<file path="src/rtl/mux_unit_arb.sv">
// Per-output arbiter/mux: picks one requesting input, locks it for a whole packet,
// and forwards its beats through a 2-entry skid buffer with registered outputs.
module mux_unit_arb #(
  parameter int unsigned S_DATA_COUNT = 10,
  parameter int unsigned M_DATA_COUNT = 10,
  parameter int unsigned T_DATA_WIDTH = 64,
  parameter int unsigned NUM_CHANNEL  = 0,
  parameter int unsigned ARB_MODE     = 0,
  parameter int unsigned T_ID_WIDTH   = $clog2(S_DATA_COUNT),
  parameter int unsigned T_DEST_WIDTH = $clog2(M_DATA_COUNT)
) (
  input  logic                                   clk,
  input  logic                                   reset,
  input  logic [S_DATA_COUNT*T_DATA_WIDTH-1:0]   s_data_i,
  input  logic [S_DATA_COUNT*T_DEST_WIDTH-1:0]   s_dest_i,
  input  logic [S_DATA_COUNT-1:0]                s_last_i,
  input  logic [S_DATA_COUNT-1:0]                s_valid_i,
  output logic [S_DATA_COUNT-1:0]                s_ready_o,
  output logic [T_ID_WIDTH-1:0]                  m_id_o,
  output logic [T_DATA_WIDTH-1:0]                m_data_o,
  output logic                                   m_last_o,
  output logic                                   m_valid_o,
  input  logic                                   m_ready_i,
  output logic [31:0]                            pkt_cnt_o
);

  typedef enum logic {StIdle, StBusy} state_e;

  state_e                  state_q, state_d;
  logic [T_ID_WIDTH-1:0]   grant_q, grant_d;
  logic [T_ID_WIDTH-1:0]   rr_q, rr_d;
  logic [T_ID_WIDTH-1:0]   grant_fp, grant_rr;
  logic [S_DATA_COUNT-1:0] req;
  logic                    rr_found;
  int unsigned             rr_idx;
  logic                    accept;
  logic                    pop;
  logic [T_DATA_WIDTH-1:0] in_data;
  logic                    in_last;

  logic                    m_valid_q, m_last_q, skid_full_q, skid_last_q;
  logic [T_DATA_WIDTH-1:0] m_data_q, skid_data_q;
  logic [T_ID_WIDTH-1:0]   m_id_q, skid_id_q;
  logic [31:0]             pkt_cnt_q;

  always_comb begin
    req = '0;
    for (int i = 0; i < int'(S_DATA_COUNT); i++) begin
      req[i] = s_valid_i[i] &&
               (s_dest_i[i*T_DEST_WIDTH +: T_DEST_WIDTH] == T_DEST_WIDTH'(NUM_CHANNEL));
    end
  end

  // Fixed priority: descending scan so the lowest set index is the last to write.
  always_comb begin
    grant_fp = '0;
    for (int i = int'(S_DATA_COUNT) - 1; i >= 0; i--) begin
      if (req[i]) grant_fp = T_ID_WIDTH'(i);
    end
  end

  always_comb begin
    grant_rr = '0;
    rr_found = 1'b0;
    rr_idx   = 0;
    for (int unsigned k = 0; k < S_DATA_COUNT; k++) begin
      rr_idx = (32'(rr_q) + k) % S_DATA_COUNT;
      if (!rr_found && req[rr_idx]) begin
        grant_rr = T_ID_WIDTH'(rr_idx);
        rr_found = 1'b1;
      end
    end
  end

  assign in_data = s_data_i[grant_q*T_DATA_WIDTH +: T_DATA_WIDTH];
  assign in_last = s_last_i[grant_q];
  assign pop     = m_valid_q && m_ready_i;

  always_comb begin
    state_d   = state_q;
    grant_d   = grant_q;
    rr_d      = rr_q;
    s_ready_o = '0;
    accept    = 1'b0;
    unique case (state_q)
      StIdle: begin
        if (|req) begin
          grant_d = (ARB_MODE == 1) ? grant_fp : grant_rr;
          state_d = StBusy;
        end
      end
      StBusy: begin
        s_ready_o[grant_q] = !skid_full_q;
        accept             = s_valid_i[grant_q] && !skid_full_q;
        if (accept && in_last) begin
          state_d = StIdle;
          rr_d    = (grant_q == T_ID_WIDTH'(S_DATA_COUNT - 1)) ? '0 : grant_q + 1'b1;
        end
      end
      default: state_d = StIdle;
    endcase
  end

  always_ff @(posedge clk) begin
    if (reset) begin
      state_q <= StIdle;
      grant_q <= '0;
      rr_q    <= '0;
    end else begin
      state_q <= state_d;
      grant_q <= grant_d;
      rr_q    <= rr_d;
    end
  end

  // Output stage plus one spill slot; input ready drops only while the spill slot is full.
  always_ff @(posedge clk) begin
    if (reset) begin
      m_valid_q   <= 1'b0;
      m_data_q    <= '0;
      m_last_q    <= 1'b0;
      m_id_q      <= '0;
      skid_full_q <= 1'b0;
      skid_data_q <= '0;
      skid_last_q <= 1'b0;
      skid_id_q   <= '0;
      pkt_cnt_q   <= '0;
    end else begin
      if (pop && m_last_q) pkt_cnt_q <= pkt_cnt_q + 32'd1;
      if (skid_full_q) begin
        if (pop) begin
          m_valid_q   <= 1'b1;
          m_data_q    <= skid_data_q;
          m_last_q    <= skid_last_q;
          m_id_q      <= skid_id_q;
          skid_full_q <= 1'b0;
        end
      end else if (accept) begin
        if (!m_valid_q || pop) begin
          m_valid_q <= 1'b1;
          m_data_q  <= in_data;
          m_last_q  <= in_last;
          m_id_q    <= grant_q;
        end else begin
          skid_full_q <= 1'b1;
          skid_data_q <= in_data;
          skid_last_q <= in_last;
          skid_id_q   <= grant_q;
        end
      end else if (pop) begin
        m_valid_q <= 1'b0;
      end
    end
  end

  assign m_valid_o = m_valid_q;
  assign m_data_o  = m_data_q;
  assign m_last_o  = m_last_q;
  assign m_id_o    = m_id_q;
  assign pkt_cnt_o = pkt_cnt_q;

endmodule
</file>
<file path="config.mk">
export PLATFORM = sky130hd
export DESIGN_NAME = mux_unit_arb
export DESIGN_NICKNAME = d
export VERILOG_FILES = /design/src/rtl/mux_unit_arb.sv
export SDC_FILE = /design/constraint.sdc
export NUM_CORES = 1
export LEC_CHECK = 0
export CORE_AREA = 2 2 314 316
export CTS_CLUSTER_SIZE = 14
export DETAILED_ROUTE_END_ITERATION = 10
export DIE_AREA = 0 0 316 318
export PLACE_DENSITY = 0.51
export SLEW_MARGIN = 20
export SYNTH_ARGS = -nofsm -noshare
export SYNTH_HDL_FRONTEND = slang
export SYNTH_SLANG_ARGS = --single-unit
</file>
<file path="constraint.sdc">
create_clock -name clk -period 4.9 [get_ports clk]
set_input_delay 0.735 -clock clk [delete_from_list [all_inputs] [get_ports clk]]
set_output_delay 0.735 -clock clk [all_outputs]
set_load 0.05 [all_outputs]
</file>
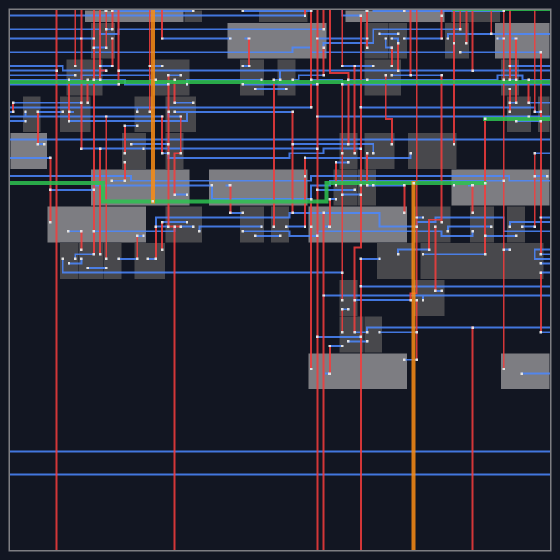
Fig. 1. A small window of the routed layout (run 1).
Region (138, 203) to (178, 243) um. Cells in gray, sequential cells in the stronger gray; small squares are vias.
[green] metal 3
[blue] metal 1
[orange] metal 4
[red] metal 2
most frequent: nor2_1 (11), dfxtp_1 (8)
netlist names of flops here include: skid_data_q (5), m_data_o (3)
cells with their middle in the window: 47
sequential cells in the window: 8

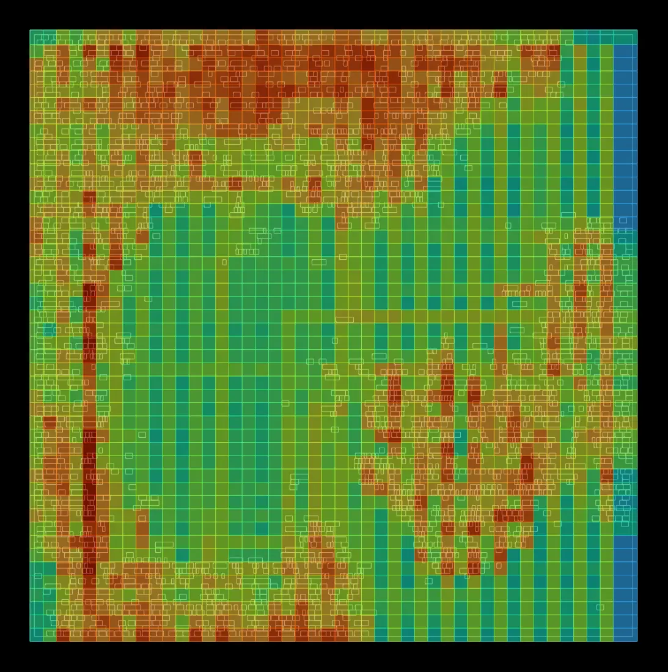
Fig. 2. Congestion heat map (run 1).
post-layout util: 0.2690
gr busiest metal: met2

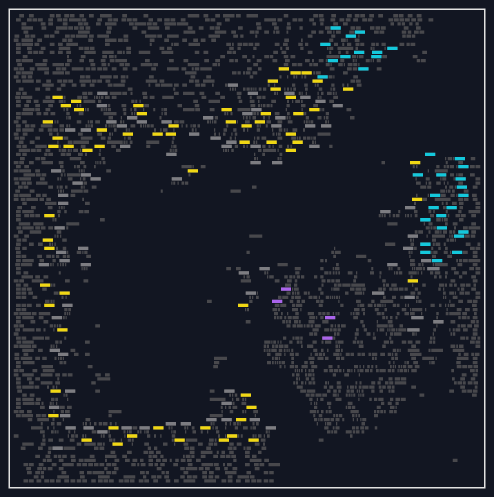
Fig. 3. Register map, names as in the netlist (run 1).
Drawn at 1.5 px/um.
[purple] rr_q | placed flops: 4
[yellow] m_data_o | placed flops: 64
[cyan] pkt_cnt_o | placed flops: 32
not colored: 81

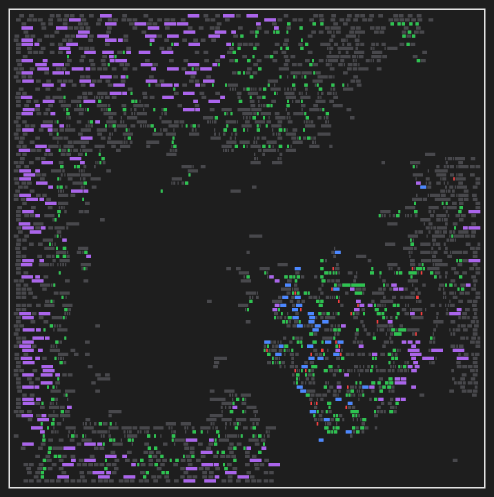
Fig. 4. Gate families picked out (run 1).
Drawn at 1.5 px/um.
[purple] multiplexers | cells: 242 | most used: mux4_2 | where: widely spread
[green] inverting AOI/OAI gates | cells: 422 | most used: a21oi_1 | where: widely spread
[red] inverters | cells: 27 | most used: inv_1
[blue] adder and majority cells | cells: 37 | most used: ha_1

==> impl_metrics.ini <==
; physical design summary
[clock_network]
cts_resized = 0
clkLatencyLatePin_ps = 510
clock-sinks = 181
root_buffer = clkbuf_16
postCtsSetupRepairBufs = 0
ctsHoldBuffers = 0
cts_tree = built
clock_path_buffers = 2

[setup_path]
worst-setup-path-type = reg -> reg
reg2reg_slack_ps = 320
start_kind = register
worst_setup_path_end_kind = register
max_stage_delay_ps = 540
cp_slowest_cell = dfxtp_1
crit_chain = inv_1 > ha_1 > nor2b_1 > nor2_1 > inv_1 > ha_1 > nand2b_1 > a21o_1 > a2111oi_0 > a21oi_1 > or3_1 > a31o_2 > nand4b_1 > nand2_1 > a2111oi_2 > o41ai_2

[sta]
rsz0062_at_grt = false
finalSetupTns_ps = 0
layout_min_cycle_time_ps = 4576
final_max_slew_viol_count = 0

[synth]
ys_sh_mux = 0.2658
top_cells_by_count = nor2_1, dfxtp_1, mux4_2, clkbuf_1, nand2_1
yosysTopAreaCell = dfxtp_1
synth.net_count = 2536
yosys_register_bits = 181
avgSynthCellArea_um2 = 8.673
ys_seq_share = 0.2322
ys.flop_type = dfxtp_1

[layout]
comb.multi_input.count = 1436
nNetsFinal = 3292
nFillCells = 10480
final-comb-area_mm2 = 0.01131
clkbuf_count = 17
clk_share = 0.02535
ff_count = 181
buf_share = 0.3376

[power_and_ir_drop]
ir_worst_vdd_v = 0.0002908
p_seq_frac = 0.243
power-per-cell-area_mw_per_mm2 = 259.0
p_leak_nw = 8.939
clock_power_w = 0.00166
power_top_consumer = combinational cells
swShare = 0.4013
pg_seq_w = 0.00165

[placed_design]
gp_congestion = 0.9894
hpwlAfterDp_mm = 90.04
portBuffers = 814

[detailed_routing]
wirelength_mm = 107.8
drt-vias-per-instance = 4.776
highest_layer = met5
wl_met1_mm = 46.76
drt_iter0_markers = 1693
met2_length_mm = 48.23
dr_wl_met3_mm = 10.68

[global_routing]
antenna_found_initial = 58
grt_max_degree = 85
use_met1 = 0.2799
use_met2 = 0.3225
grtUsageTotal = 0.2083

[floorplan]
ios = 815
dieArea_mm2 = 0.1005
core_mm2 = 0.09741
die_h_um = 318
rows = 115

[hold_path]
hold_path.class = reg -> reg

[status]
status = finished, final reports clean
[run 1: worst paths after layout]
kind                                    from           end  cells past startpoint
worst min-delay path            m_data_o[19]  m_data_o[19]                      2
worst min register to register  m_data_o[19]  m_data_o[19]                      2
worst max-delay path                 rr_q[2]    grant_q[0]                     16
worst max register to register       rr_q[2]    grant_q[0]                     16
[run 1: per-stage QoR]
stage	total power, W	cell area (um2)	instances	worst slack [ps]	hold WS (ps)
final	0.006788	26210	3868	324.3	452.9
after CTS	0.006854	26170	3855	345.6	453.4
after detailed placement	0.005149	25500	3823	375.6	443.1
after global routing	0.007118	26180	3859	2.020	470.9
after floorplan	0.003511	15600	1799	178.7	436.0
after global placement	0.005157	25500	3823	409.3	438.7
Power is estimated from default activity; no workload was simulated.
